==> config.mk <==
export PLATFORM = sky130hd
export DESIGN_NAME = usb_rx_sipo_decoder
export DESIGN_NICKNAME = d
export VERILOG_FILES = /design/src/rtl/usb_rx_pkg.sv /design/src/rtl/flex_stp_sr.sv /design/src/rtl/usb_rx_sipo_decoder.sv
export SDC_FILE = /design/constraint.sdc
export NUM_CORES = 1
export LEC_CHECK = 0
export CORE_MARGIN = 10
export CORE_UTILIZATION = 35
export CTS_CLUSTER_DIAMETER = 200
export DETAILED_ROUTE_END_ITERATION = 10
export HOLD_SLACK_MARGIN = 0.03
export PLACE_DENSITY_LB_ADDON = 0.3
export SLEW_MARGIN = 15
export SYNTH_ARGS = -nofsm -noshare
export SYNTH_HDL_FRONTEND = slang
export SYNTH_SLANG_ARGS = --single-unit
==> constraint.sdc <==
create_clock -name clk -period 2.3 [get_ports clk]
set_clock_uncertainty 0.15 [all_clocks]
set_input_delay 0.46 -clock clk [delete_from_list [all_inputs] [get_ports clk]]
set_output_delay 0.46 -clock clk [all_outputs]
set_load 0.1 [all_outputs]
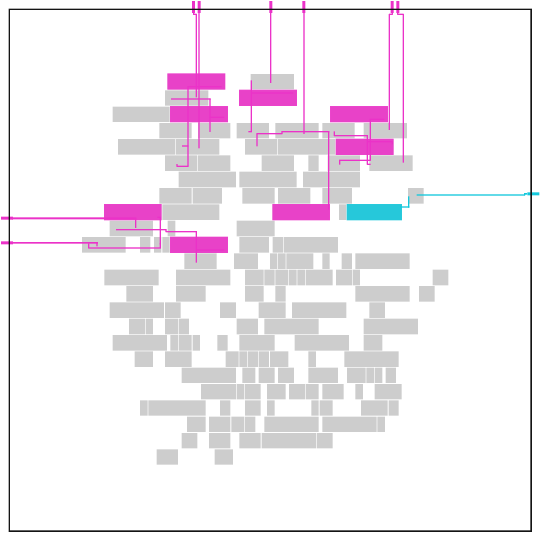
Figure 1: wires at chosen ports, followed through buffers.
Scale: 6 px per um.
magenta -> `rx_data`  # bits 8, direction output, end cells 8, buffers 8, wire 304 um
cyan -> `byte_valid`  # bits 1, direction output, end cells 1, buffers 1, wire 21.4 um
Port Buffer Count: 17
I/O Pins: 19

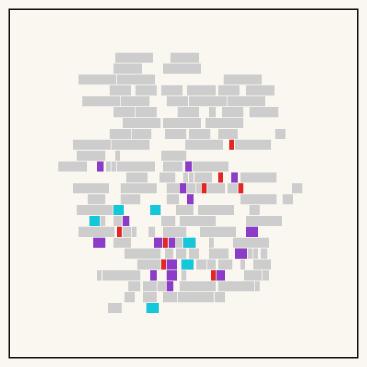
Figure 2: selected gate families.
Scale: 4 px per um.
cyan -> AND-OR and OR-AND gates  # cells 6, most used a21o_1
purple -> inverting AOI/OAI gates  # cells 16, most used a21oi_1
red -> inverters  # cells 8, most used inv_1, where middle
multi-input gate share of the layout cell area: 34.54%
final non-filler cell total: 197

==> impl_table.tex <==
% Synthesis and place-and-route results
\begin{tabular}{lr}
\hline
Metric & Value \\
\hline
\multicolumn{2}{l}{\textbf{Status}} \\
Run status & finished clean \\
\multicolumn{2}{l}{\textbf{Routing}} \\
Routed length per placed instance & 13.98 um \\
Uppermost layer routed & met4 \\
Post-route DRC & 0 \\
Met1 WL & 1202 um \\
Total wirelength of the detailed-routed design & 2755 um \\
Vias per cell & 4.873 \\
\multicolumn{2}{l}{\textbf{Synthesis}} \\
Area fraction of the dominant cell type after synthesis & 26.97\% \\
Most used standard cells in the synthesized netlist & 16 x sky130\_fd\_sc\_hd\_\_dfrtp\_1, 16 x sky130\_fd\_sc\_hd\_\_dfstp\_2, 13 x sky130\_fd\_sc\_hd\_\_mux2\_4 \\
Post-synth ARST share & 100.0\% \\
Total number of yosys warnings & 0 \\
Top FF cell, synth & sky130\_fd\_sc\_hd\_\_dfstp\_2 \\
Synth Cell Area & 1559 um\^{}2 \\
Synthesized-area fraction occupied by xor and xnor cells & 1.605\% \\
Cell Type Count & 36 \\
Dominant comb cell & multiplexers \\
\multicolumn{2}{l}{\textbf{Global routing}} \\
Met2 Track Usage GR & 12.68\% \\
GR Layer Usage met3 & 3.659\% \\
Wire length of the first global-routing pass & 4733 um \\
\multicolumn{2}{l}{\textbf{Critical path}} \\
List of cells traversed by the critical path & clkdlybuf4s50\_1 -> and4bb\_4 -> nand2\_4 -> or3\_1 -> a21oi\_1 \\
Startpoint-to-endpoint class of the critical path & in2reg \\
Number of cell instances on the worst register-to-register path & 6 \\
\multicolumn{2}{l}{\textbf{Final layout}} \\
Area grow syn2layout & 24.56\% \\
Fraction of area in clock buffers and inverters & 5.284\% \\
Count of non-CTS buffers in the layout & 19 \\
Most frequently placed logic cells in the final layout & 16 x sky130\_fd\_sc\_hd\_\_dfrtp\_1, 16 x sky130\_fd\_sc\_hd\_\_dfstp\_2, 13 x sky130\_fd\_sc\_hd\_\_mux2\_4, 11 x sky130\_fd\_sc\_hd\_\_nand2\_1 \\
Dominant class by area & sequential cells \\
Largest register FFs & 8 \\
Number of nets in the layout & 156 \\
\multicolumn{2}{l}{\textbf{Final timing}} \\
Min Clock Period, post-route & 1939 ps \\
RSZ-0062 raised after global routing & no \\
Achievable clock frequency & 515.7 MHz \\
Total count of max-transition violations in the final report & 0 \\
Final number of setup-violating endpoints & 0 \\
Ratio of final minimum period to clock period & 84.30\% \\
Accumulated negative setup slack & 0 ps \\
\multicolumn{2}{l}{\textbf{Power}} \\
Power per unit of standard cell area & 662.4 nW/um\^{}2 \\
Proportion of total power due to net switching & 25.64\% \\
Switching power of the nets & 329.8 uW \\
Power drawn by the combinational cells & 164 uW \\
Part of the power in the clock network & 36.8\% \\
Power attributed to sequential cells & 649 uW \\
\multicolumn{2}{l}{\textbf{Clock network}} \\
CTS H-tree depth & 2 \\
Clock latency on the worst-skew pair & 280 ps \\
Number of hold-repair buffers added at the cts stage & 0 \\
Cts bufs inserted & 5 \\
\multicolumn{2}{l}{\textbf{Floorplanning}} \\
Floorplan core density & 36.05\% \\
Cell Rows & 24 \\
\multicolumn{2}{l}{\textbf{Worst hold path}} \\
Tightest Hold Check Type & reg2reg \\
\multicolumn{2}{l}{\textbf{Placement}} \\
Instance area after placement & 1839 um\^{}2 \\
\hline
\end{tabular}
Power is estimated from default activity; no workload was simulated.
